$ cat config.mk
export PLATFORM = sky130hd
export DESIGN_NAME = modadder_stream_seq
export DESIGN_NICKNAME = d
export VERILOG_FILES = /design/src/rtl/modadder_stream_seq.sv
export SDC_FILE = /design/constraint.sdc
export NUM_CORES = 2
export LEC_CHECK = 0
export CAP_MARGIN = 25
export CORE_AREA = 2 2 619 621
export DETAILED_ROUTE_END_ITERATION = 16
export DIE_AREA = 0 0 621 623
export PLACE_DENSITY = 0.34
export SYNTH_ARGS = -nofsm -noshare
export SYNTH_HDL_FRONTEND = slang
export SYNTH_SLANG_ARGS = --single-unit
$ cat constraint.sdc
create_clock -name clk -period 3.1 [get_ports clk]
set_clock_uncertainty 0.2 [all_clocks]
set_input_delay 0.62 -clock clk [delete_from_list [all_inputs] [get_ports clk]]
set_output_delay 0.62 -clock clk [all_outputs]
set_load 0.1 [all_outputs]
$ cat src/rtl/modadder_stream_seq.sv
// modadder_stream_seq: word-serial loader/unloader around the 381-bit modadder core
// Commands (cmd_*) start a job.
// Operands A, B and M then arrive least-significant word first on s_* (valid/ready).
// The core is driven through add_* (single-cycle add_start, result taken on add_done).
// The result leaves on m_* (valid/ready, m_last on the final word).
// busy is high whenever the sequencer is not idle. resetn is synchronous and active-low.
// Optional KEEP_MODULUS_EN: when defined, add_m persists across commands.
// In that build, cmd_load_m=0 skips the M words.
module modadder_stream_seq #(
  parameter int WORD_W = 32,
  parameter int OP_W   = 381,
  parameter int NWORDS = 12
) (
  input  logic              clk,
  input  logic              resetn,
  input  logic              cmd_valid,
  output logic              cmd_ready,
  input  logic              cmd_subtract,
  input  logic              cmd_load_m,
  input  logic              s_valid,
  output logic              s_ready,
  input  logic [WORD_W-1:0] s_data,
  output logic              m_valid,
  input  logic              m_ready,
  output logic [WORD_W-1:0] m_data,
  output logic              m_last,
  output logic              busy,
  output logic              add_start,
  output logic              add_subtract,
  output logic [OP_W-1:0]   add_a,
  output logic [OP_W-1:0]   add_b,
  output logic [OP_W-1:0]   add_m,
  input  logic [OP_W-1:0]   add_result,
  input  logic              add_done
);
  localparam int CW = $clog2(NWORDS);
  typedef enum logic [2:0] {IDLE, LOAD_A, LOAD_B, LOAD_M, START, WAIT, SEND} state_t;
  state_t state;
  logic [CW-1:0] cnt;
  logic [OP_W-1:0] res;
  logic last_word;
  assign last_word = cnt == CW'(NWORDS - 1);
  assign cmd_ready = state == IDLE;
  assign busy      = state != IDLE;
  assign s_ready   = state inside {LOAD_A, LOAD_B, LOAD_M};
  assign m_valid   = state == SEND;
  assign m_last    = m_valid & last_word;
  assign add_start = state == START;
`ifdef KEEP_MODULUS_EN
  logic load_m;
`else
  logic unused_load_m;
  assign unused_load_m = cmd_load_m;
`endif
  // Bits of the top word beyond OP_W are dropped.
  function automatic logic [OP_W-1:0] put_word(input logic [OP_W-1:0] v, input logic [CW-1:0] k,
                                               input logic [WORD_W-1:0] d);
    logic [OP_W-1:0] r;
    r = v;
    for (int i = 0; i < OP_W; i++)
      if (i / WORD_W == int'(k)) r[i] = d[i % WORD_W];
    return r;
  endfunction
  // The top output word is zero-extended past OP_W.
  always_comb begin
    m_data = '0;
    for (int i = 0; i < WORD_W; i++)
      if (int'(cnt) * WORD_W + i < OP_W) m_data[i] = res[int'(cnt) * WORD_W + i];
  end
  always_ff @(posedge clk) begin
    if (!resetn) begin
      state        <= IDLE;
      cnt          <= '0;
      res          <= '0;
      add_a        <= '0;
      add_b        <= '0;
      add_m        <= '0;
      add_subtract <= 1'b0;
`ifdef KEEP_MODULUS_EN
      load_m       <= 1'b0;
`endif
    end else begin
      case (state)
        IDLE: if (cmd_valid) begin
          state        <= LOAD_A;
          add_subtract <= cmd_subtract;
`ifdef KEEP_MODULUS_EN
          load_m       <= cmd_load_m;
`endif
        end
        LOAD_A: if (s_valid) begin
          add_a <= put_word(add_a, cnt, s_data);
          cnt   <= last_word ? '0 : cnt + 1'b1;
          if (last_word) state <= LOAD_B;
        end
        LOAD_B: if (s_valid) begin
          add_b <= put_word(add_b, cnt, s_data);
          cnt   <= last_word ? '0 : cnt + 1'b1;
`ifdef KEEP_MODULUS_EN
          if (last_word) state <= load_m ? LOAD_M : START;
`else
          if (last_word) state <= LOAD_M;
`endif
        end
        LOAD_M: if (s_valid) begin
          add_m <= put_word(add_m, cnt, s_data);
          cnt   <= last_word ? '0 : cnt + 1'b1;
          if (last_word) state <= START;
        end
        START: state <= WAIT;
        WAIT: if (add_done) begin
          res   <= add_result;
          state <= SEND;
        end
        SEND: if (m_ready) begin
          cnt <= last_word ? '0 : cnt + 1'b1;
          if (last_word) state <= IDLE;
        end
        default: state <= IDLE;
      endcase
    end
  end
endmodule

==> impl_table.tex <==
% Yosys + OpenROAD metrics
\begin{tabular}{lr}
\hline
Metric & Value \\
\hline
\multicolumn{2}{l}{\textbf{Power}} \\
Proportion of power drawn by combinational gates & around 5.9\% \\
Combinational logic power & $\sim$2.7 mW \\
Power density over the cells & 519 mW/mm\^{}2 \\
Maximum ir drop on the vdd rail & 0.000356 V \\
Power dissipated in the clock network & 23.8 mW \\
Standby leakage power & approximately 32 nW \\
Part of the total power dissipated in sequential elements & around 43\% \\
Leading power group & the clock network \\
Cell-internal power & between 30 and 40 mW \\
Part of the power in the clock network & between 50\% and 60\% \\
Switching power as a share of total power & roughly 25\% \\
\multicolumn{2}{l}{\textbf{Clocking}} \\
Clock sink count & 1,532 \\
Root cell of the clock tree & clkbuf\_16 \\
Number of buffers inserted to repair setup after CTS & 27 \\
Total CTS buffers & approximately 200 \\
CTS Buffer Depth & 4 \\
Maximum level of the CTS H-tree & 4 \\
Total of cells resized after clock tree synthesis & around 110 \\
Hold-fix buffer count after cts & between 50 and 60 \\
\multicolumn{2}{l}{\textbf{Detailed routing}} \\
Wire length after detailed routing & approximately 380,000 microns \\
Post-DRT Antenna Nets & 0 \\
Count of unresolved DRC violations after routing & 0 \\
Total vias in the final route & 56,000 \\
Per-cell via count in the routed design & slightly above 4 \\
Routed length on met3 & 22,000 microns \\
Length of routed wiring on met1 & 149,000 microns \\
Highest routing layer actually used & met5 \\
Number of search-and-repair iterations in the first detailed-routing pass & 5 \\
Detail Route met2 WL & between 150,000 and 200,000 microns \\
\multicolumn{2}{l}{\textbf{Logic synthesis}} \\
Number of synthesized register bits & around 1,500 \\
Xor/xnor cell area share of the yosys netlist & 0\% \\
Synth logic family & simple AND/OR/NAND/NOR gates \\
Adder-cell share of the synthesized area & less than 1\% \\
Commonest cells in the synthesized netlist & 3,115 x nand2\_1, 1,532 x dfxtp\_1, 1,449 x a21boi\_1, 369 x clkbuf\_1, 281 x buf\_2 \\
Mean Syn Cell Area & around 8.5 sq um \\
Nets in the synthesized netlist & around 7,500 \\
Number of cells produced by synthesis & $\sim$7,000 \\
Cells in synth\_stat.txt & 7,117 \\
Post-Synth Simple-Gate Area & between 20 and 25\% \\
Yosys Warn Count & 0 \\
Top FF cell, synth & dfxtp\_1 \\
Async set-reset flop share out of synthesis & 0\% \\
Most common cell in the synthesized netlist & nand2\_1 \\
Largest type area fraction & between 50\% and 60\% \\
Area of the mapped netlist & between 0.06 and 0.07 sq mm \\
Count of library flops with an enable pin & 0 \\
Synth mux share & around 3.6\% \\
Leading post-synthesis cells by cell area & dfxtp\_1 51\%, nand2\_1 19\%, a21boi\_1 18\%, mux4\_2 3.5\%, buf\_2 2.3\% \\
Synth area leader & dfxtp\_1 \\
Total cell area reported by yosys after synthesis & 0.0604 sq mm \\
Ao+oa area frac & roughly a fifth \\
\multicolumn{2}{l}{\textbf{STA}} \\
Hold violation total from the final report & 0 \\
Clock period minus worst slack & 3710 ps \\
Setup repair after global routing missed its margin & true \\
Setup violations, final & 32 \\
Final hold slack & roughly 90 ps \\
Worst Setup Slack, final & -610 ps \\
Slew @ Worst Pin & $\sim$1100 ps \\
Max-slew violations & 0 \\
Highest Clock Rate & between 200 and 300 MHz \\
Fin Setup TNS & -16,410 ps \\
\multicolumn{2}{l}{\textbf{Critical path}} \\
Reg-to-reg startpoint & cnt[2] \\
Cell Chain, Critical Path & buf\_12 > buf\_16 > mux4\_2 > a22oi\_2 > buf\_6 > nand2\_4 > buf\_12 \\
Required time of the critical path & about 2300 ps \\
Crit. End Element & output pin \\
R2R setup slack & about 470 ps \\
FF-to-FF path depth & 6 \\
Kind of cell adding the most delay to the critical path & buffers and inverters \\
Number of cells on the critical path & 7 \\
CP Max Fanout & 7 \\
Worst setup path endpoint & m\_data[4] \\
End of the worst register-to-register path & add\_b[160] \\
Crit path buf inv count & 4 \\
Critical path's slowest cell & mux4\_2 \\
Arrival @ worst endpoint & slightly below 3000 ps \\
\multicolumn{2}{l}{\textbf{Finish}} \\
Most frequent logic cells in the routed design & 3,082 x nand2\_1, 1,525 x dfxtp\_1, 1,449 x a21boi\_1 \\
Count of filler cells inserted in the layout & between 40,000 and 50,000 \\
Multi-input combinational cell count & just under 5,000 \\
Non-Clock Buffer Area Fraction & a little over a fifth \\
Antenna diode instance count & 21 \\
Most frequently placed logic cell in the final layout & nand2\_1 \\
Clock-cell share & about 7.4\% \\
Final standard cell area without fillers & between 0.08 and 0.09 sq mm \\
Register area & between 0.03 and 0.04 sq mm \\
Area added between synthesis and finish & 47.9\% \\
Net count reported at finish & around 9,000 \\
Count of inverters other than clock inverters in the layout & 4 \\
Number of signal-net buffers in the layout & around 2,000 \\
Fraction of final layout cells with drive strength greater than 1 & a little under a quarter \\
Flop share of the area & approximately a third \\
End-of-flow core utilization & 23.5\% \\
Biggest Area Class & sequential cells \\
\multicolumn{2}{l}{\textbf{Die}} \\
I/O pin count & approximately 1,600 \\
Overall die width & about 620 microns \\
Die H & between 600 and 700 microns \\
Full die area & slightly below 0.4 sq mm \\
Taps Inserted & 5,038 \\
Initial Utilization & 15.9\% \\
Number of cell rows & 227 \\
\multicolumn{2}{l}{\textbf{Run}} \\
Tool warnings & 45 \\
Max capacitance violation total & 0 \\
\multicolumn{2}{l}{\textbf{Global routing}} \\
Total congestion overflow & 0 \\
Antenna violations before repair & $\sim$100 \\
Largest net degree at the start of global routing & roughly 150 \\
Vias in the first global route & $\sim$54,000 \\
Met2 Track Usage GR & 35.0\% \\
\multicolumn{2}{l}{\textbf{Placement}} \\
\# port buffers & about 1,600 \\
Post-DP HPWL & about 270,000 microns \\
Post-placement cell area & about 0.08 sq mm \\
DP Cell Count & 13,400 \\
Gpl congestion & about 0.80 \\
Setup slack at placement & -129 ps \\
\multicolumn{2}{l}{\textbf{Outcome}} \\
Failing checks & negative setup slack \\
Run status & finished, violations left \\
\multicolumn{2}{l}{\textbf{Hold path}} \\
Worst Hold Depth & 3 \\
Class of the most critical hold timing path & in2reg \\
\hline
\end{tabular}
**Clock wires, drivers and flops**

Drawn at 1 px/micron.
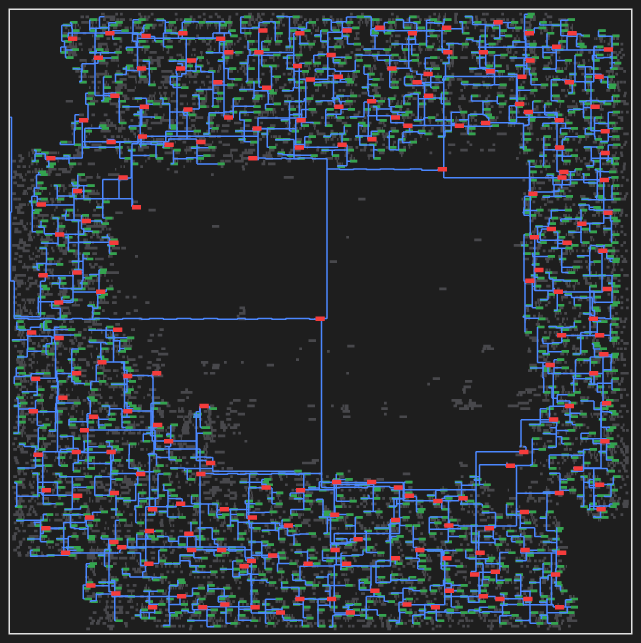
Key: clock wires = blue [length 26.9 mm]; clock drivers = red [count 199]; flip-flops = green [count 1,532]
There are 200 routed clock nets. Position of the flops: all over the die.

**Clock routing**

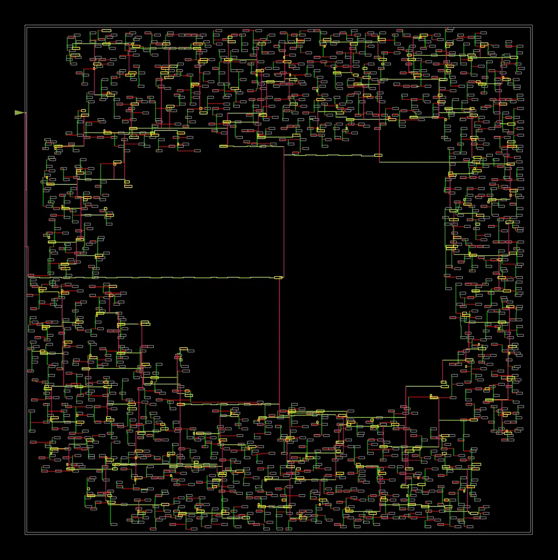
clk_buf instances: 293
number of flip-flops and latches: 1,532
worst-skew pair later-pin latency: 880 ps

Power figures rest on the tool's default switching activity, not on a simulated workload.
